clock_wires.png
(4 px per um)
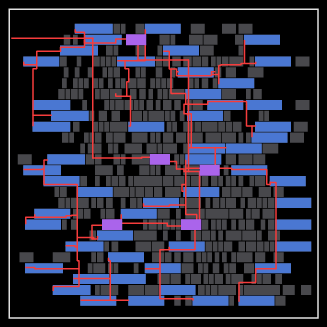
util_map.png
(4 px per um) The die is cut into 8 by 8 equal tiles; dark blue is low, red is high, 0 to 100% covered.
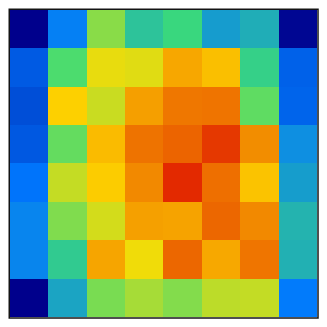
m3.png
(6 px per um) Cells faint in the background.
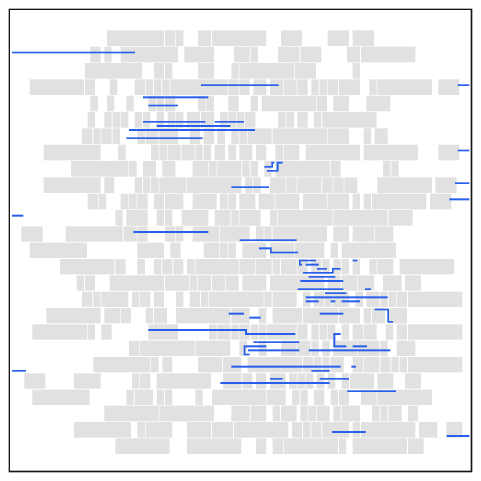
**config.mk**
```make
export PLATFORM = sky130hd
export DESIGN_NAME = ps2_key_decoder
export DESIGN_NICKNAME = d
export VERILOG_FILES = /design/src/rtl/ps2_pkg.sv /design/src/rtl/ps2_line_filter.sv /design/src/rtl/ps2_key_decoder.sv
export SDC_FILE = /design/constraint.sdc
export NUM_CORES = 1
export LEC_CHECK = 0
export ABC_AREA = 1
export CORE_UTILIZATION = 50
export CTS_CLUSTER_SIZE = 28
export DETAILED_ROUTE_END_ITERATION = 6
export GPL_TIMING_DRIVEN = 0
export PLACE_DENSITY = 0.78
export SLEW_MARGIN = 20
export SYNTH_ARGS = -nofsm -noshare
export SYNTH_HDL_FRONTEND = slang
export SYNTH_SLANG_ARGS = --single-unit
```
**constraint.sdc**
```tcl
create_clock -name clk -period 1.8 [get_ports clk]
set_input_delay 0.36 -clock clk [delete_from_list [all_inputs] [get_ports clk]]
set_output_delay 0.36 -clock clk [all_outputs]
set_load 0.005 [all_outputs]
```
**src/rtl/ps2_pkg.sv**
```systemverilog
// Shared types and constants for the PS/2 keyboard front end.
package ps2_pkg;

    typedef enum logic [1:0] {
        IDLE   = 2'd0,
        DATA   = 2'd1,
        PARITY = 2'd2,
        STOP   = 2'd3
    } frame_state_e;

    // Prefix bytes that modify the following scan code
    localparam logic [7:0] PS2_EXT   = 8'hE0;
    localparam logic [7:0] PS2_BRK   = 8'hF0;
    localparam logic [7:0] PS2_PAUSE = 8'hE1;

    // Keyboard housekeeping replies, never reported as keys on their own
    localparam logic [7:0] PS2_NULL    = 8'h00;
    localparam logic [7:0] PS2_OVERRUN = 8'hFF;
    localparam logic [7:0] PS2_BAT_OK  = 8'hAA;
    localparam logic [7:0] PS2_ACK     = 8'hFA;

    // Default tuning: 1 ms frame timeout at 50 MHz
    localparam int PS2_FILTER_LEN_DEF = 4;
    localparam int PS2_TIMEOUT_DEF    = 50000;
    localparam int PS2_SYNC_DEF       = 2;

    function automatic logic is_suppressed(input logic [7:0] code);
        return (code == PS2_NULL) || (code == PS2_OVERRUN) ||
               (code == PS2_BAT_OK) || (code == PS2_ACK);
    endfunction

endpackage

```
**src/rtl/ps2_line_filter.sv**
```systemverilog
// Synchronizes the raw PS/2 lines, deglitches the clock and emits a
// one-cycle strobe on each filtered falling edge of ps2_clk.
module ps2_line_filter
    import ps2_pkg::*;
#(
    parameter int FILTER_LEN  = PS2_FILTER_LEN_DEF,
    parameter int SYNC_STAGES = PS2_SYNC_DEF       // must be >= 2
) (
    input  logic clk_i,
    input  logic rst_ni,
    input  logic ps2_clk_i,
    input  logic ps2_dat_i,
    output logic fall_o,
    output logic dat_o
);

    localparam int CW = $clog2(FILTER_LEN + 1);

    logic [SYNC_STAGES-1:0] clk_sync_q;
    logic [SYNC_STAGES-1:0] dat_sync_q;
    logic [CW-1:0]          cnt_q, cnt_d;
    logic                   level_q, level_d;
    logic                   fall_q, fall_d;
    logic                   clk_s;

    assign clk_s  = clk_sync_q[SYNC_STAGES-1];
    assign dat_o  = dat_sync_q[SYNC_STAGES-1];
    assign fall_o = fall_q;

    // Synchronizer chains; reset to the idle-high line level
    always_ff @(posedge clk_i or negedge rst_ni) begin
        if (!rst_ni) begin
            clk_sync_q <= '1;
            dat_sync_q <= '1;
        end else begin
            clk_sync_q <= {clk_sync_q[SYNC_STAGES-2:0], ps2_clk_i};
            dat_sync_q <= {dat_sync_q[SYNC_STAGES-2:0], ps2_dat_i};
        end
    end

    // Count consecutive samples that disagree with the filtered level;
    // the level flips on the FILTER_LEN-th one, any agreeing sample restarts
    always_comb begin
        level_d = level_q;
        cnt_d   = '0;
        if (clk_s != level_q) begin
            if (cnt_q == CW'(FILTER_LEN - 1)) begin
                level_d = clk_s;
            end else begin
                cnt_d = cnt_q + CW'(1);
            end
        end
        fall_d = level_q & ~level_d;
    end

    // Filter state and registered fall strobe
    always_ff @(posedge clk_i or negedge rst_ni) begin
        if (!rst_ni) begin
            level_q <= 1'b1;
            cnt_q   <= '0;
            fall_q  <= 1'b0;
        end else begin
            level_q <= level_d;
            cnt_q   <= cnt_d;
            fall_q  <= fall_d;
        end
    end

endmodule

```
**src/rtl/ps2_key_decoder.sv**
```systemverilog
// PS/2 keyboard receiver: deframes device-to-host frames, resolves the
// E0/F0 prefixes and presents one key event per key_valid strobe.
//
//   state  | meaning
//   IDLE   | waiting for the start bit fall
//   DATA   | shifting in 8 data bits, LSB first
//   PARITY | next fall carries the odd parity bit
//   STOP   | next fall carries the stop bit; frame is checked there
module ps2_key_decoder
    import ps2_pkg::*;
#(
    parameter int FILTER_LEN     = PS2_FILTER_LEN_DEF,
    parameter int TIMEOUT_CYCLES = PS2_TIMEOUT_DEF,   // must be >= 2
    parameter int SYNC_STAGES    = PS2_SYNC_DEF
) (
    input  logic       clk,
    input  logic       reset,
    input  logic       ps2_clk,
    input  logic       ps2_dat,
    output logic [7:0] keycode,
    output logic       key_make,
    output logic       key_ext,
    output logic       key_valid,
    output logic       frame_err
);

    localparam int             TW       = $clog2(TIMEOUT_CYCLES + 1);
    // Loaded in the fall cycle so the error strobe lands exactly
    // TIMEOUT_CYCLES cycles after that fall
    localparam logic [TW-1:0]  TMO_LOAD = TW'(TIMEOUT_CYCLES - 2);

    logic         fall;
    logic         dat;

    frame_state_e state_q, state_d;
    logic [2:0]   bit_cnt_q, bit_cnt_d;
    logic [7:0]   shift_q, shift_d;
    logic         par_q, par_d;
    logic [TW-1:0] tmo_q, tmo_d;
    logic         ext_q, ext_d;
    logic         brk_q, brk_d;
    logic [7:0]   keycode_q, keycode_d;
    logic         make_q, make_d;
    logic         kext_q, kext_d;
    logic         valid_q, valid_d;
    logic         err_q, err_d;

    logic         timeout_hit;
    logic         stop_ok;
    logic         byte_rdy;
    logic         stop_err;
    logic         start_err;

    ps2_line_filter #(
        .FILTER_LEN  (FILTER_LEN),
        .SYNC_STAGES (SYNC_STAGES)
    ) u_line (
        .clk_i     (clk),
        .rst_ni    (reset),
        .ps2_clk_i (ps2_clk),
        .ps2_dat_i (ps2_dat),
        .fall_o    (fall),
        .dat_o     (dat)
    );

    // A fall always reloads the timer, so it can only expire between falls
    assign timeout_hit = (state_q != IDLE) && !fall && (tmo_q == '0);
    assign stop_ok     = dat && (^{shift_q, par_q});
    assign byte_rdy    = fall && (state_q == STOP) && stop_ok;
    assign stop_err    = fall && (state_q == STOP) && !stop_ok;
    assign start_err   = fall && (state_q == IDLE) && dat;

    // State and datapath registers
    always_ff @(posedge clk or negedge reset) begin
        if (!reset) begin
            state_q   <= IDLE;
            bit_cnt_q <= '0;
            shift_q   <= '0;
            par_q     <= 1'b0;
            tmo_q     <= '0;
            ext_q     <= 1'b0;
            brk_q     <= 1'b0;
            keycode_q <= '0;
            make_q    <= 1'b0;
            kext_q    <= 1'b0;
            valid_q   <= 1'b0;
            err_q     <= 1'b0;
        end else begin
            state_q   <= state_d;
            bit_cnt_q <= bit_cnt_d;
            shift_q   <= shift_d;
            par_q     <= par_d;
            tmo_q     <= tmo_d;
            ext_q     <= ext_d;
            brk_q     <= brk_d;
            keycode_q <= keycode_d;
            make_q    <= make_d;
            kext_q    <= kext_d;
            valid_q   <= valid_d;
            err_q     <= err_d;
        end
    end

    // Frame FSM next state, bit shifting and timeout down-counter
    always_comb begin
        state_d   = state_q;
        bit_cnt_d = bit_cnt_q;
        shift_d   = shift_q;
        par_d     = par_q;
        tmo_d     = tmo_q;

        if (fall) begin
            tmo_d = TMO_LOAD;
        end else if ((state_q != IDLE) && (tmo_q != '0)) begin
            tmo_d = tmo_q - TW'(1);
        end

        if (timeout_hit) begin
            state_d = IDLE;
        end else if (fall) begin
            unique case (state_q)
                IDLE: begin
                    if (!dat) begin
                        state_d   = DATA;
                        bit_cnt_d = '0;
                    end
                end
                DATA: begin
                    shift_d   = {dat, shift_q[7:1]};
                    bit_cnt_d = bit_cnt_q + 3'd1;
                    if (bit_cnt_q == 3'd7) begin
                        state_d = PARITY;
                    end
                end
                PARITY: begin
                    par_d   = dat;
                    state_d = STOP;
                end
                STOP: begin
                    state_d = IDLE;
                end
                default: state_d = IDLE;
            endcase
        end
    end

    // Prefix layer and registered key event / error outputs
    always_comb begin
        ext_d     = ext_q;
        brk_d     = brk_q;
        keycode_d = keycode_q;
        make_d    = make_q;
        kext_d    = kext_q;
        valid_d   = 1'b0;
        err_d     = start_err | stop_err | timeout_hit;

        if (stop_err || timeout_hit) begin
            ext_d = 1'b0;
            brk_d = 1'b0;
        end else if (byte_rdy) begin
            unique case (shift_q)
                PS2_EXT:   ext_d = 1'b1;
                PS2_BRK:   brk_d = 1'b1;
                PS2_PAUSE: ;
                default: begin
                    // Housekeeping codes only count as keys after a prefix
                    if (ext_q || brk_q || !is_suppressed(shift_q)) begin
                        keycode_d = shift_q;
                        make_d    = ~brk_q;
                        kext_d    = ext_q;
                        valid_d   = 1'b1;
                        ext_d     = 1'b0;
                        brk_d     = 1'b0;
                    end
                end
            endcase
        end
    end

    assign keycode   = keycode_q;
    assign key_make  = make_q;
    assign key_ext   = kext_q;
    assign key_valid = valid_q;
    assign frame_err = err_q;

endmodule

```
==> results.toml <==
# yosys + openroad results
[layout]
area_delta_synth_final_pct = 25.0
diodes = 0
mostFrequentLayoutCells = "nand2_1 (81), dfrtp_1 (41), inv_1 (28)"
nets = 406
drive_above_1_share = 0.269
final_common_cell = "nand2_1"

[floorplan]
io_pins = 16
die_y_um = 76.8
std_cell_rows = 26
fp.dieW_um = 76.8
die-area_sq_um = 5900

[logic_synthesis]
synth_nets = 358
synth_cell_types = 32
ys_seq_share = 0.477
ys_chip_area_sq_um = 2800
async_flop_share = 1.00
edf_count = 0
top_logic_kind = "simple AND/OR/NAND/NOR gates"
ys_warn_count = 0
xor_share = 0.0219
yosys_cells = 345
synthFlopType = "dfrtp_1"
synth_cells = 345
synth_adder_area_share = 0.0403
syn_avg_cell_area_sq_um = 8.11
ys_sh_mux = 0
synth_area_sq_um = 2800
simple_gate_area_frac = 0.311
aoi_share = 0.0814
ys_seq_elements = 53

[worst_setup_path]
worst_r2r_endpoint = "tmo_q[14]$_DFFE_PN0P_"
worstPathArrival_ps = 2140
worstSetupPathType = "reg -> reg"
r2r_slack_ps = -120
timing.rr.start = "tmo_q[0]$_DFFE_PN0P_"
cp-end-kind = "register"
max_stage_delay_ps = 420
crit_start = "tmo_q[0]$_DFFE_PN0P_"
cp_slowest_cell = "dfrtp_1"
endpoint = "tmo_q[14]$_DFFE_PN0P_"
critical_path.max_fanout = 6
start_kind = "register"
path_cells = "inv_2 -> ha_4 -> inv_2 -> nor2_2 -> nand3_2 -> nor3_4 -> buf_6 -> nor2_4 -> nor2_4 -> clkinv_4 -> buf_6 -> o21ai_1 -> o21ai_1"
r2r_cells = 13
critPathRequiredTime_ps = 2010

[placement]
dpl.hpwl_um = 4080
dp_slack_ps = -283
place_congestion = 0.892
portBuffers = 15

[timing]
setup-tns-final_ps = -1310
tightestPinTransition_ps = 678
whs_ps = 60.0
finalWorstSetupSlack_ps = -124
slew_violations = 0
timing.fmax_mhz = 520
hold_viol = 0
period_used_share = 1.07
relSlewSlack = 0.548
fin_skew_ps = 12.8
setup_viol = 24
rsz0062_at_grt = "true"
fin_crit_ps = 1920

[run]
drv_cap = 0
warning_count = 32

[drt]
ant_nets = 0
wl_per_cell_um = 14.6
drc = 0
viasPerCell = 5.50
drtIter0Drc = 280
dr.pass1.iters = 5

[outcome]
violations = "setup timing"
status = "finished, violations left"

[cts]
holdBufCountCts = 0
clock_latency_ps = 320
cts_made_buffers = 5
cts_tree = "done"
clkTransAtPathRegs_ps = 100
max-clock-path-buffers = 2
h-tree-depth = 2
cts-root-buf = "clkbuf_8"
clock_sink_count = 53

[global_routing]
grt-ovfl-total = 0
grt_max_degree = 54
grt_pass1_vias = 2299
antenna_found_initial = 0
grt_usage = 0.224
grt_first_pass_wirelength_um = 10500

[power]
cellPowerDensity_nw_per_um2 = 1400
leakagePower_nw = 1.67
peakVddDrop_uv = 730

[worst_hold_path]
hp-class = "in -> async"
About clock_wires.png:
clock-net drivers -> purple  # count 5
flip-flops -> blue  # count 53
clock wires -> red  # length 657 um
routed clock nets = 6
clock share of power: 0.147
Clock Power: 723 uW

About util_map.png:
nearly empty tiles = 4.7%
fullest tile = 95%
mean over tiles = 58%
tiles over 75% full = 38%
CORE AREA: 5240 sq um
Core Util at FP: 0.534
fin util: 0.667

About m3.png:
nets with wire on the layer = 45
wire length on this layer = 354 um
met3 Use GR: 0.0405
final WL: 6780 um
vias post-DR: 2,554

[kinds of logic (layout without fill, tap and decap cells)]
group	Yosys count	count (layout)
AND/OR/NAND/NOR	186	186
flip-flops	53	53
buffers and inverters	47	96
AND-OR/OR-AND	43	43
adder cells (fa/ha/maj)	9	9
XOR/XNOR	7	7
[worst min-delay path by stage]
stage                                         from                              to  slack (ps)
global route                                 reset            tmo_q[3]$_DFFE_PN0P_         110
floorplan                                    reset        bit_cnt_q[0]$_DFFE_PN0P_          60
detailed placement  u_line.dat_sync_q[0]$_DFF_PN1_  u_line.dat_sync_q[1]$_DFF_PN1_         350
CTS                                          reset            tmo_q[3]$_DFFE_PN0P_         100
finish                                       reset            tmo_q[1]$_DFFE_PN0P_          60
global placement    u_line.clk_sync_q[0]$_DFF_PN1_  u_line.clk_sync_q[1]$_DFF_PN1_         350
[flip-flops by register name, summed over array words and instances (netlist names)]
register / count
bit_cnt_q: 3
brk_q: 1
ext_q: 1
frame_err: 1
key_ext: 1
key_make: 1
key_valid: 1
keycode: 8
par_q: 1
shift_q: 8
state_q: 2
tmo_q: 16
u_line.clk_sync_q: 2
u_line.cnt_q: 3
u_line.dat_sync_q: 2
u_line.fall_o: 1
u_line.level_q: 1
[through the flow]
step,instances,total power [mW],instance area (sq um)
6_report,464,4.90,3500
5_1_grt,464,5.22,3500
4_1_cts,451,4.48,3310
3_5_place_dp,430,3.53,3030
3_3_place_gp,430,3.43,3030
2_1_floorplan,345,3.03,2800
[routing by layer]
layer  track usage  vias up  part of all wire  routed length, um
li1              -     1221                 -                  -
met1         0.296     1222              0.44               2970
met2         0.367       97              0.49               3330
met3        0.0405       14             0.052                354
met4        0.0808        0             0.018                125
met5             0        -                 0                  0
[layout make-up]
cell class,instances,area (sq um)
sequential,53,1340
clock inverter,2,13.8
timing repair buffer,41,362
buffer,7,43.8
fill,408,1740
inverter,40,158
tap,70,87.6
multi-input combinational,245,1410
clock buffer,6,82.6
[cells in the mapped netlist, types with 4 or more instances]
cell type / instances / area (sq um)
nand2_1: 88 / 330
dfrtp_1: 48 / 1200
inv_1: 32 / 120
nor2_1: 32 / 120
o21ai_0: 29 / 145
nand3_1: 27 / 135
ha_1: 9 / 113
inv_2: 8 / 30.0
nor3_1: 8 / 40.0
nand2_2: 6 / 37.5
nand4_1: 6 / 37.5
a21oi_1: 5 / 25.0
dfstp_2: 5 / 131
xor2_1: 5 / 43.8
clkbuf_1: 4 / 15.0
nand3b_1: 4 / 30.0
[power breakdown]
part	leakage [nW]	internal, mW	switching, mW
sequential	0.668	1.50	0.326
combinational	0.952	0.963	1.39
clock	0.0512	0.313	0.410
total	1.67	2.78	2.12
[repair_timing]
item,4_1_cts,5_1_grt
pin swaps,10,11
resized,30,40
buffers inserted,11,15
gates cloned,2,0
endpoints found under the setup margin,29,32
[worst max-delay path, delay by kind of cell (launching register included)]
kind / cells / cell delay (ps)
buffers and inverters: 5 / 530
and+or+nand+nor: 5 / 590
AOI/OAI and AO/OA: 2 / 150
adders and majority gates: 1 / 130
DFF: 1 / 420
Power and IR drop assume default switching activity.
